<file path="config.mk">
export PLATFORM = sky130hd
export DESIGN_NAME = down_counter16
export DESIGN_NICKNAME = d
export VERILOG_FILES = /design/src/rtl/down_counter16_pkg.sv /design/src/rtl/dec16.sv /design/src/rtl/down_counter16.sv
export SDC_FILE = /design/constraint.sdc
export NUM_CORES = 1
export LEC_CHECK = 0
export ABC_CLOCK_PERIOD_IN_PS = 5000
export CAP_MARGIN = 20
export CORE_MARGIN = 8
export CORE_UTILIZATION = 45
export DETAILED_ROUTE_END_ITERATION = 7
export PLACE_DENSITY_LB_ADDON = 0.25
export SETUP_SLACK_MARGIN = 0.15
export SLEW_MARGIN = 20
export SYNTH_ARGS = -nofsm -noshare
export SYNTH_HDL_FRONTEND = slang
export SYNTH_SLANG_ARGS = --single-unit
export TNS_END_PERCENT = 100
</file>
<file path="constraint.sdc">
create_clock -name clk -period 5 [get_ports clk]
set_clock_uncertainty 0.1 [all_clocks]
set_input_delay 0.75 -clock clk [delete_from_list [all_inputs] [get_ports clk]]
set_output_delay 0.75 -clock clk [all_outputs]
set_load 0.005 [all_outputs]
</file>
<file path="src/rtl/down_counter16_pkg.sv">
// Shared types and constants for the down_counter16 timer slice.
package down_counter16_pkg;

    localparam int DC16_WIDTH = 16;
    localparam int ONE        = 1;

    typedef enum logic [1:0] {
        ST_IDLE = 2'd0,
        ST_RUN  = 2'd1,
        ST_DONE = 2'd2
    } state_e;

endpackage

</file>
<file path="src/rtl/dec16.sv">
// Combinational decrementer, the mirror of the PC incrementer; wraps modulo 2^WIDTH.
module dec16
    import down_counter16_pkg::*;
#(
    parameter int WIDTH = DC16_WIDTH
) (
    input  logic [WIDTH-1:0] in,
    output logic [WIDTH-1:0] out
);

    assign out = in - WIDTH'(ONE);

endmodule

</file>
<file path="src/rtl/down_counter16.sv">
// Loadable down-counter with a one-cycle done pulse at terminal count.
// Define DOWN_COUNTER16_RELOAD_EN for periodic auto-reload instead of stopping at zero.
module down_counter16
    import down_counter16_pkg::*;
#(
    parameter int WIDTH = DC16_WIDTH
) (
    input  logic             clk,
    input  logic             reset,
    input  logic [WIDTH-1:0] in,
    input  logic             load,
    input  logic             dec,
    output logic [WIDTH-1:0] out,
    output logic             zero,
    output logic             busy,
    output logic             done
);

    state_e           state;
    logic [WIDTH-1:0] out_m1;
    logic             at_one;

`ifdef DOWN_COUNTER16_RELOAD_EN
    logic [WIDTH-1:0] reload;
`endif

    dec16 #(.WIDTH(WIDTH)) u_dec (
        .in  (out),
        .out (out_m1)
    );

    assign at_one = (out == WIDTH'(ONE));
    assign zero   = (out == '0);
    assign busy   = (state == ST_RUN);

    always_ff @(posedge clk) begin
        if (reset) begin
            out   <= '0;
            state <= ST_IDLE;
            done  <= 1'b0;
`ifdef DOWN_COUNTER16_RELOAD_EN
            reload <= '0;
`endif
        end else begin
            done <= 1'b0;
            if (load) begin
                // A load always beats a decrement, so a terminal count is never flagged here.
                out   <= in;
                state <= (in != '0) ? ST_RUN : ST_IDLE;
`ifdef DOWN_COUNTER16_RELOAD_EN
                reload <= in;
`endif
            end else if (dec) begin
                if (state == ST_RUN) begin
                    if (at_one) begin
                        done <= 1'b1;
`ifdef DOWN_COUNTER16_RELOAD_EN
                        out   <= reload;
                        state <= ST_RUN;
`else
                        out   <= out_m1;
                        state <= ST_DONE;
`endif
                    end else begin
                        out   <= out_m1;
                        state <= ST_RUN;
                    end
                end else begin
                    // Raw wrapping mode from IDLE or DONE.
                    out   <= out_m1;
                    state <= ST_IDLE;
                end
            end else if (state == ST_DONE) begin
                state <= ST_IDLE;
            end
        end
    end

endmodule

</file>
Run 1, wiring heat map:
13 x 13 tiles, from black (low) to pale yellow (high), scaled to the fullest tile. Values are wire area over tile area, all layers added.
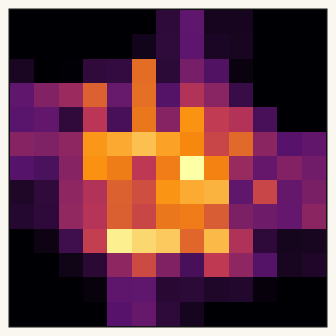
densest ninth of the die: middle
tiles over half the peak: 23%
mean over tiles: 0.12
nearly empty tiles: 27%
emptiest ninth of the die: top right
Via Count: 1,138
drt total wl: 3.10 mm
total track usage: 14.7%
WL/cell: 15.8 um

Run 1, logic cells by family:
Scale bar: 20 um.
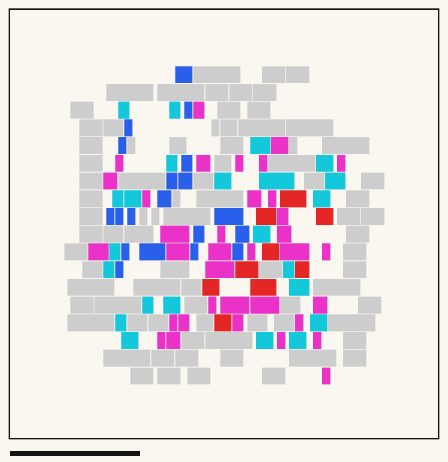
legend:
  NOR gates:
    colour: magenta
    cells: 35
  inverting AOI/OAI gates:
    colour: cyan
    cells: 23
  AND and OR gates:
    colour: red
    cells: 9
    where: middle
  NAND gates:
    colour: blue
    cells: 19

Run 1, a small window of the routed layout:
Scale bar: 10 um. Window x 20 to 45, y 7 to 32 um. Cells in grey, sequential cells in the stronger grey; small squares are vias.
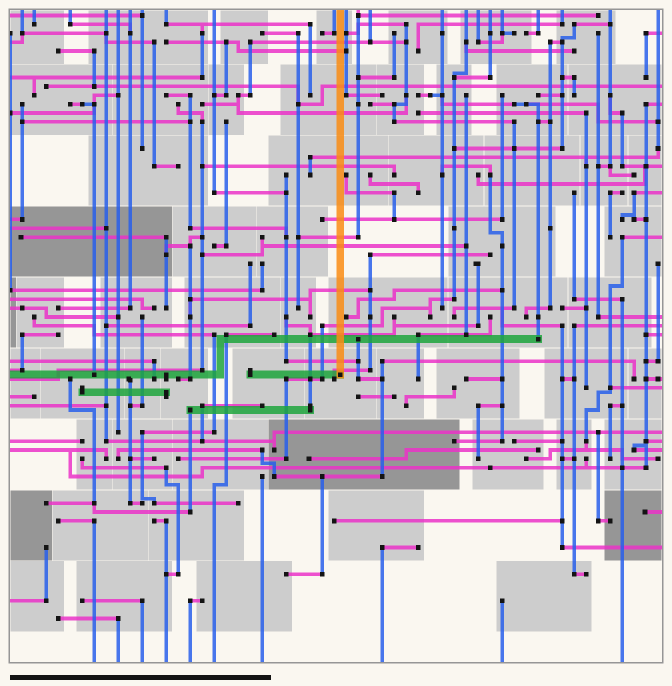
legend:
  metal 3:
    colour: green
  metal 4:
    colour: orange
  metal 2:
    colour: blue
  metal 1:
    colour: magenta
netlist names of flops here include: `out` (2)
cells with their middle in the window: 55
most frequent: clkdlybuf4s50_1 (10), nor2_1 (7), a211oi_1 (4)
sequential cells in the window: 2

==> run 1: metrics by stage <==
step	total power (uW)	setup WS, ns	instances	utilization [%]	cell area (um2)
floorplan	236	2.54	130	-	1110
global placement	286	2.02	192	62.5	1510
detailed placement	288	2.00	192	62.5	1510
CTS	366	1.66	196	63.6	1530
global route	384	1.57	196	63.6	1530
finish	363	1.68	196	63.6	1530
==> run 1: registers in the layout, summed over array words and instances, names as in the netlist <==
| signal | cells |
|---|---|
| done | 1 |
| out | 16 |
| state | 2 |
==> run 1: layer usage <==
layer	global-route usage, %	up-vias
met5	0	-
li1	-	558
met3	4.25	2
met2	24.1	38
met4	4.36	0
met1	17.9	540
==> results.json, run 1 <==
{
  "edf_count": 0,
  "vias_per_cell": 5.81,
  "initCoreUtil_pct": 46.1,
  "gp_congestion": 0.864,
  "path_buffers": 1,
  "cts_tree": "yes",
  "switching_share_pct": 30.4,
  "ios": 39,
  "top_cell": "dfxtp_1",
  "core_area_um2": 2410,
  "num_rows": 18,
  "hold_class": "reg -> reg",
  "synth_seq_share_pct": 34.2,
  "cp_slowest_cell": "or4_4",
  "seq_share_pct": 24.8,
  "cts_setup_buffers": 0,
  "power_frac_clock_pct": 21.7,
  "first_global_vias": 1079,
  "whs_endpoint": "done$_SDFF_PP0_",
  "switching_power_uw": 110,
  "simple_gate_share_pct": 35.8,
  "holdCritStartpoint": "state[1]$_SDFFE_PP0P_",
  "path_cells": "or4_4, or4_1, nor3b_2, clkdlybuf4s50_1",
  "ys_sh_xor_pct": 8.67,
  "highest-signal-layer": "met4",
  "syn_inst": 130,
  "dp_hpwl_mm": 2.41,
  "drtAntennaViolNets": 0,
  "buffers_excl_clock": 38,
  "status": "complete, no violations",
  "cts-resized-gates": 0,
  "max_cap_viol_count": 0,
  "ctsHoldBuffers": 0,
  "cts_sinks": 19,
  "power_density_nw_per_um2": 237,
  "fin_tns_setup_ns": 0,
  "crit_fanout": 7,
  "n_all_inverters": 5,
  "grt_max_degree": 27,
  "post-route-period-util_pct": 66.4,
  "worstHoldPathCells": 1,
  "p_clk_uw": 78.9,
  "comb_area_um2": 688
}
Run 1, clock network drawn from the DEF:
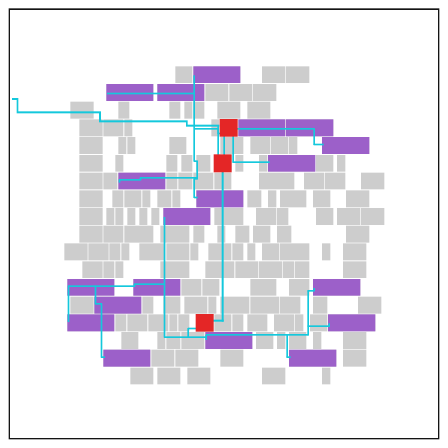

--- run 2 (diff from run 1) ---
--- a/config.mk
+++ b/config.mk
@@ -5,10 +5,10 @@
 export SDC_FILE = /design/constraint.sdc
 export NUM_CORES = 1
 export LEC_CHECK = 0
-export ABC_CLOCK_PERIOD_IN_PS = 5000
+export ABC_CLOCK_PERIOD_IN_PS = 3050
 export CAP_MARGIN = 20
 export CORE_MARGIN = 8
-export CORE_UTILIZATION = 45
+export CORE_UTILIZATION = 40
 export DETAILED_ROUTE_END_ITERATION = 7
 export PLACE_DENSITY_LB_ADDON = 0.25
 export SETUP_SLACK_MARGIN = 0.15
==> constraint.sdc (replaced) <==
create_clock -name clk -period 3.05 [get_ports clk]
set_clock_uncertainty 0.1 [all_clocks]
set_input_delay 0.4575 -clock clk [delete_from_list [all_inputs] [get_ports clk]]
set_output_delay 0.4575 -clock clk [all_outputs]
set_load 0.005 [all_outputs]
Run 2, clock network drawn from the DEF:
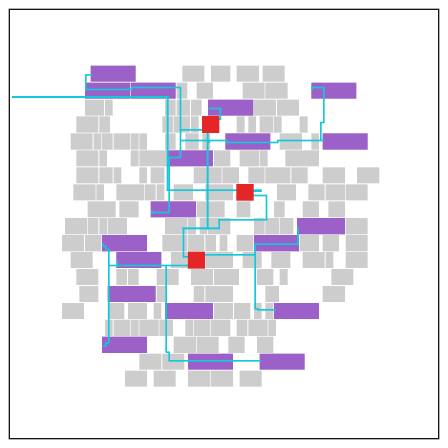
legend:
  flip-flops:
    colour: purple
    count: 19
  clock drivers:
    colour: red
    count: 3
  clock wires:
    colour: cyan
    length: 286 um
routed clock nets: 4

==> run 2 against run 1 <==
Die area is 9.4% higher. Hold slack lost 0.014 ns. Core utilization down 5.0 points. Via count decreased by 2.0%. Cell count is 3.1% higher. Area after synthesis unchanged. Non-clock buffer count up 5. Critical path depth unchanged. Global-route usage decreased by 0.51 points. Synthesized cell count unchanged. Clock power grew 71%.
==> results.json, run 2 <==
{
  "status": "complete, no violations",
  "whs_endpoint": "done$_SDFF_PP0_",
  "power_density_nw_per_um2": 388,
  "core_area_um2": 2690,
  "cts_tree": "yes",
  "fin_area_um2": 1570,
  "cp_slowest_cell": "or4_4",
  "wl_mm": 3.30,
  "cts_setup_buffers": 0,
  "buffers_excl_clock": 43,
  "synth_seq_share_pct": 34.2,
  "syn_inst": 130,
  "pre_cts_slack_ns": 0.315,
  "ios": 39,
  "vias_per_cell": 5.52,
  "numPortBuffers": 38,
  "max_cap_viol_count": 0,
  "wl_met2_mm": 1.52,
  "drtAntennaViolNets": 0,
  "cts-resized-gates": 4,
  "grt_busiest_layer": "met2",
  "crit_fanout": 7,
  "n_all_inverters": 5,
  "initCoreUtil_pct": 41.4,
  "ctsHoldBuffers": 0,
  "worst_slack_ns": 0.276,
  "cp_data_arrival_time_ns": 2.22,
  "largest_register_ffs": 16,
  "use_met3_pct": 4.68,
  "rsz0062_at_grt": "no",
  "syn_avg_cell_area_um2": 8.55,
  "seq_share_pct": 24.4,
  "wire_per_inst_um": 16.3,
  "worstHoldPathCells": 1,
  "grtUsageMet1_pct": 17.1,
  "gp_congestion": 0.874,
  "met2_usage_pct": 23.2,
  "edf_count": 0,
  "comb_area_um2": 688,
  "total_power_uw": 611,
  "dpl.cell_count": 198,
  "cts_sinks": 19,
  "post-route-period-util_pct": 90.9,
  "dp_hpwl_mm": 2.60,
  "grt_max_degree": 12,
  "top_regs": "out x16, state x2, done x1",
  "highest-signal-layer": "met4",
  "first_global_vias": 1083,
  "vias": 1115,
  "top_register": "out",
  "top_cell": "dfxtp_1",
  "num_rows": 19,
  "finalCriticalPeriod_ns": 2.77,
  "path_cells": "or4_4, or4_1, nor3b_2, dlygate4sd2_1",
  "dpl_cell_area_um2": 1540,
  "nWellTaps": 31,
  "holdCritStartpoint": "state[1]$_SDFFE_PP0P_",
  "fin_cells": 202
}
## run 2: cell counts after synthesis
Identical to the previous run, type by type.
## run 2: worst max-delay path: cells and delay by family, from the launching register on
kind / cells / cell delay, ns
buffers and inverters: 1 / 0.26
flip-flops: 1 / 0.38
AND/OR/NAND/NOR: 3 / 1.27
## run 2: cell families after synthesis
family,after synthesis,share of synthesized area (%)
buffers and inverters,11,3.83
AOI/OAI and AO/OA,24,15.2
adders and majority gates,2,2.25
DFF,19,34.2
xor gates and xnor gates,11,8.67
and+or+nand+nor,63,35.8
## run 2: power by group
part / internal [uW] / leakage [uW] / switching (uW)
combinational: 102 / 0.000382 / 78.7
clock: 51.1 / 0.0000150 / 83.5
sequential: 267 / 0.000158 / 28.2
total: 420 / 0.000556 / 191
Power is estimated from default activity; no workload was simulated.
